Figure 1. The metal 2 layer.
Scale bar: 20 um.
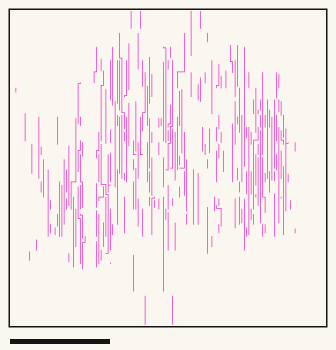
Figure 2. Signal wires by layer.
Scale bar: 20 um. Two of the layers only.
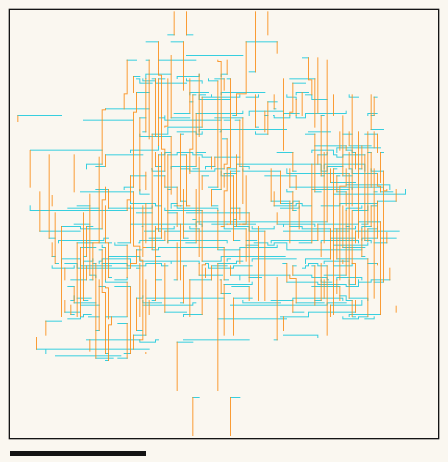
Figure 3. Clock routing.
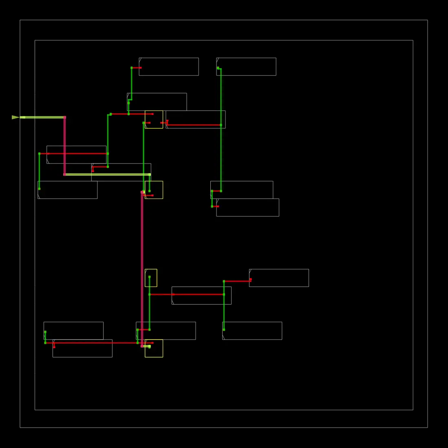
Figure 4. Supply network.
Scale bar: 20 um. Pins as bars on the die edge.
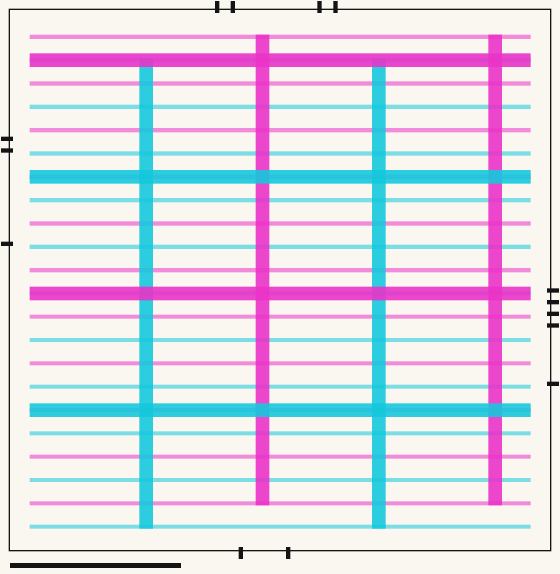
File: src/rtl/arb_pkg.sv
// Shared definitions for the 4-way round-robin arbiter.
//   N_REQ   number of requesters
//   IDX_W   width of an encoded requester index
//   state_e arbiter FSM states
//   onehot  index -> one-hot grant vector
package arb_pkg;

    localparam int N_REQ = 4;
    localparam int IDX_W = 2;

    typedef enum logic {
        ST_IDLE  = 1'b0,
        ST_GRANT = 1'b1
    } state_e;

    function automatic logic [N_REQ-1:0] onehot(input logic [IDX_W-1:0] i);
        logic [N_REQ-1:0] v;
        v    = '0;
        v[i] = 1'b1;
        return v;
    endfunction

endpackage

File: src/rtl/rr_pick4.sv
// Combinational round-robin picker.
// Finds the first set request scanning last_ptr+1, last_ptr+2, ... (mod 4),
// optionally ignoring one requester.
//   req       in  4  request vector
//   last_ptr  in  2  most recent winner; it has lowest priority
//   excl_en   in  1  ignore requester excl_idx
//   excl_idx  in  2  requester to ignore when excl_en
//   any       out 1  some eligible request exists
//   idx       out 2  winning requester (don't-care when !any)
module rr_pick4
    import arb_pkg::*;
(
    input  logic [N_REQ-1:0] req,
    input  logic [IDX_W-1:0] last_ptr,
    input  logic             excl_en,
    input  logic [IDX_W-1:0] excl_idx,
    output logic             any,
    output logic [IDX_W-1:0] idx
);

    logic [N_REQ-1:0] masked;
    logic [N_REQ-1:0] rot;
    logic [IDX_W-1:0] base;
    logic [IDX_W-1:0] off;

    // Scan start; 2-bit arithmetic wraps mod 4 for free.
    assign base = last_ptr + IDX_W'(1);

    always_comb begin
        masked = req;
        if (excl_en) masked[excl_idx] = 1'b0;
    end

    // rot[0] is the highest-priority requester for this round.
    for (genvar i = 0; i < N_REQ; i++) begin : g_rot
        assign rot[i] = masked[base + IDX_W'(i)];
    end

    // Lowest set bit of the rotated vector wins.
    always_comb begin
        off = '0;
        for (int i = N_REQ - 1; i >= 0; i--) begin
            if (rot[i]) off = IDX_W'(i);
        end
    end

    assign any = |rot;
    assign idx = base + off;

endmodule

File: src/rtl/rr_arbiter_4.sv
// Round-robin arbiter for 4 requesters sharing one resource.
// The winner keeps the grant while it requests; after MAX_HOLD consecutive
// contended cycles it is preempted in favour of the next waiting requester.
//   clk        in  1  rising-edge clock
//   rst_n      in  1  asynchronous active-low reset
//   req        in  4  request per requester
//   gnt        out 4  registered one-hot grant, 0 when idle
//   gnt_idx    out 2  registered index of the granted requester, 0 when idle
//   gnt_valid  out 1  registered, equals |gnt
//   preempt    out 1  one-cycle pulse with the grant that a timeout forced
module rr_arbiter_4
    import arb_pkg::*;
#(
    parameter int MAX_HOLD = 8,
    parameter int HOLD_W   = 4
) (
    input  logic             clk,
    input  logic             rst_n,
    input  logic [N_REQ-1:0] req,
    output logic [N_REQ-1:0] gnt,
    output logic [IDX_W-1:0] gnt_idx,
    output logic             gnt_valid,
    output logic             preempt
);

    state_e            state, state_nxt;
    logic [IDX_W-1:0]  last_ptr, last_ptr_nxt;
    logic [HOLD_W-1:0] hold_cnt, hold_cnt_nxt;
    logic [N_REQ-1:0]  gnt_nxt;
    logic [IDX_W-1:0]  gnt_idx_nxt;
    logic              preempt_nxt;

    logic              pick_any;
    logic [IDX_W-1:0]  pick_idx;
    logic              holder_req;
    logic              others;
    logic              hold_last;

    // While granting, the holder is excluded so a timeout moves on. On a
    // release the holder's request is already low, so the exclusion is moot.
    rr_pick4 u_pick (
        .req      (req),
        .last_ptr (last_ptr),
        .excl_en  (state == ST_GRANT),
        .excl_idx (gnt_idx),
        .any      (pick_any),
        .idx      (pick_idx)
    );

    assign holder_req = req[gnt_idx];
    assign others     = |(req & ~gnt);
    assign hold_last  = (hold_cnt == HOLD_W'(MAX_HOLD - 1));

    always_ff @(posedge clk or negedge rst_n) begin
        if (!rst_n) begin
            state     <= ST_IDLE;
            last_ptr  <= IDX_W'(N_REQ - 1);
            hold_cnt  <= '0;
            gnt       <= '0;
            gnt_idx   <= '0;
            gnt_valid <= 1'b0;
            preempt   <= 1'b0;
        end else begin
            state     <= state_nxt;
            last_ptr  <= last_ptr_nxt;
            hold_cnt  <= hold_cnt_nxt;
            gnt       <= gnt_nxt;
            gnt_idx   <= gnt_idx_nxt;
            gnt_valid <= |gnt_nxt;
            preempt   <= preempt_nxt;
        end
    end

    always_comb begin
        state_nxt    = state;
        last_ptr_nxt = last_ptr;
        hold_cnt_nxt = hold_cnt;
        gnt_nxt      = gnt;
        gnt_idx_nxt  = gnt_idx;
        preempt_nxt  = 1'b0;

        unique case (state)
            ST_IDLE: begin
                if (pick_any) begin
                    state_nxt    = ST_GRANT;
                    gnt_nxt      = onehot(pick_idx);
                    gnt_idx_nxt  = pick_idx;
                    last_ptr_nxt = pick_idx;
                    hold_cnt_nxt = '0;
                end
            end
            ST_GRANT: begin
                if (!holder_req) begin
                    // Release: hand over in the same edge when possible.
                    hold_cnt_nxt = '0;
                    if (pick_any) begin
                        gnt_nxt      = onehot(pick_idx);
                        gnt_idx_nxt  = pick_idx;
                        last_ptr_nxt = pick_idx;
                    end else begin
                        state_nxt   = ST_IDLE;
                        gnt_nxt     = '0;
                        gnt_idx_nxt = '0;
                    end
                end else if (!others) begin
                    // Uncontended holding never counts toward a timeout.
                    hold_cnt_nxt = '0;
                end else if (hold_last) begin
                    gnt_nxt      = onehot(pick_idx);
                    gnt_idx_nxt  = pick_idx;
                    last_ptr_nxt = pick_idx;
                    hold_cnt_nxt = '0;
                    preempt_nxt  = 1'b1;
                end else begin
                    hold_cnt_nxt = hold_cnt + HOLD_W'(1);
                end
            end
            default: begin
                state_nxt = ST_IDLE;
                gnt_nxt   = '0;
            end
        endcase
    end

endmodule

File: config.mk
export PLATFORM = sky130hd
export DESIGN_NAME = rr_arbiter_4
export DESIGN_NICKNAME = d
export VERILOG_FILES = /design/src/rtl/arb_pkg.sv /design/src/rtl/rr_pick4.sv /design/src/rtl/rr_arbiter_4.sv
export SDC_FILE = /design/constraint.sdc
export NUM_CORES = 1
export LEC_CHECK = 0
export ABC_AREA = 1
export CAP_MARGIN = 25
export CORE_MARGIN = 2
export CORE_UTILIZATION = 30
export DETAILED_ROUTE_END_ITERATION = 8
export SYNTH_ARGS = -nofsm -noshare
export SYNTH_HDL_FRONTEND = slang
export SYNTH_SLANG_ARGS = --single-unit
File: constraint.sdc
create_clock -name clk -period 2 [get_ports clk]
set_input_delay 0.4 -clock clk [delete_from_list [all_inputs] [get_ports clk]]
set_output_delay 0.4 -clock clk [all_outputs]
set_load 0.005 [all_outputs]
==> results.txt <==
impl run done, here's what came out: status=complete, but fails checks, failing checks=negative setup slack, die area=0.00397 mm2, hpwl dp=2130 um, Rows=21, Top area cell types=dfrtp_1 31%, nand3_1 13%, nand2_1 9.0%, slack of the critical path=-0.144 ns, first-pass GRT wire length=4990 um, Cells after Synth=139, Post-DP Area=0.00147 mm2, Slew Viols, Final=0, Crit path depth=17, tool warnings=29, Data required, critical path=2.19 ns, fp_density=31.3%, Netlist cell types=23, Worst R2R Path Depth=17, DR DRC count=0, fin nets=199, final setup vio count=7, io pins=14, # port buffers=13, Setup WS pre-CTS=-0.398 ns
About Figure 1:
The layer carries 1440 um of wire. The wires run mostly vertical.

About Figure 2:
metal 2: marked orange, wire length 1440 um. metal 1: marked cyan, wire length 1210 um.

About Figure 3:
Latency at later pin: 0.29 ns
layout clock buffer count: 3
CTS Buf Count: 3

About Figure 4:
VDD: marked magenta. VSS: marked cyan.
14 signal pins sit on the boundary. 4 straps on met4. 4 straps on met5. 22 met1 rails follow the rows. The core has 21 rows.

==> timing repair <==
action / in CTS / in global routing
setup endpoints to repair: 7 / 12
pin swaps: 15 / 6
setup buffers: 3 / 3
gates resized: 26 / 12
gates cloned: 0 / 0
hold buffers: 0 / 0
==> routing by layer <==
metal	up-vias	global-route usage [%]	wire (um)
li1	558	-	-
met1	511	19.3	1210
met2	10	27.1	1440
met3	4	1.80	74
met5	-	0	0
met4	0	5.56	32
==> cell families (layout without fill, tap and decap cells) <==
| kind of cell | count (synthesis) | count (layout) | share of synthesized area [%] |
|---|---|---|---|
| compound gates | 19 | 19 | 9.71 |
| flops | 15 | 15 | 36.2 |
| fa+ha+maj | 2 | 2 | 2.40 |
| xor+xnor | 2 | 2 | 1.68 |
| simple gates | 80 | 80 | 42.4 |
| buf+inv | 21 | 72 | 7.55 |
==> sequential cells by signal (all words and copies together) (netlist names) <==
| register | flops |
|---|---|
| gnt | 4 |
| hold_cnt | 4 |
| gnt_idx | 2 |
| last_ptr | 2 |
| gnt_valid | 1 |
| preempt | 1 |
| state | 1 |
==> worst reg2reg max path: stages, from the launching register on <==
cell and delay [ns]:
dfstp_2 0.60, inv_4 0.07, nand2_4 0.06, nand2_4 0.06
inv_2 0.07, nand3_2 0.06, nand2_2 0.08, nand3_2 0.06
a21boi_2 0.12, ha_2 0.20, xnor2_2 0.12, inv_1 0.07
nand3_2 0.09, nand2_4 0.08, nand2_2 0.07, nand2_2 0.06
a21oi_2 0.12, nand2_1 0.06
==> how the worst max path moves through the flow <==
stage,slack [ns],to
finish,-0.14,gnt_valid
global route,-0.28,gnt_valid
CTS,-0.14,gnt_valid
detailed placement,-0.40,gnt_valid
global placement,-0.35,gnt_valid
floorplan,-0.09,gnt_valid
==> cell usage in the layout, fill, tap and decap left out, types with 2 or more instances in the layout <==
cell type	netlist	routed
clkdlybuf4s50_1	0	13
nor2_4	1	2
nand2_4	6	9
dfstp_2	2	2
buf_6	0	4
nand3_1	27	13
o21ai_1	0	2
nor2_1	5	5
o21ai_0	7	4
buf_4	0	30
nand2_1	25	18
nand2_2	10	14
a21oi_2	0	5
clkbuf_4	0	3
dfrtp_1	13	13
inv_2	4	3
nand3_2	1	15
a21oi_1	9	4
inv_1	17	17
==> Yosys cell counts (all sizes together) (2+ instances only) <==
library cell and n:
a21oi 9, dfrtp 13, dfstp 2, ha 2
inv 21, nand2 41, nand3 28, nor2 9
o21ai 7
==> layout make-up <==
| class | count | area [um2] |
|---|---|---|
| clock buffer | 3 | 22.5 |
| fill | 324 | 1650 |
| timing repair buffer | 47 | 400 |
| tap | 46 | 57.6 |
| inverter | 21 | 81.3 |
| sequential | 15 | 378 |
| clock inverter | 1 | 5.00 |
| multi-input combinational | 103 | 739 |
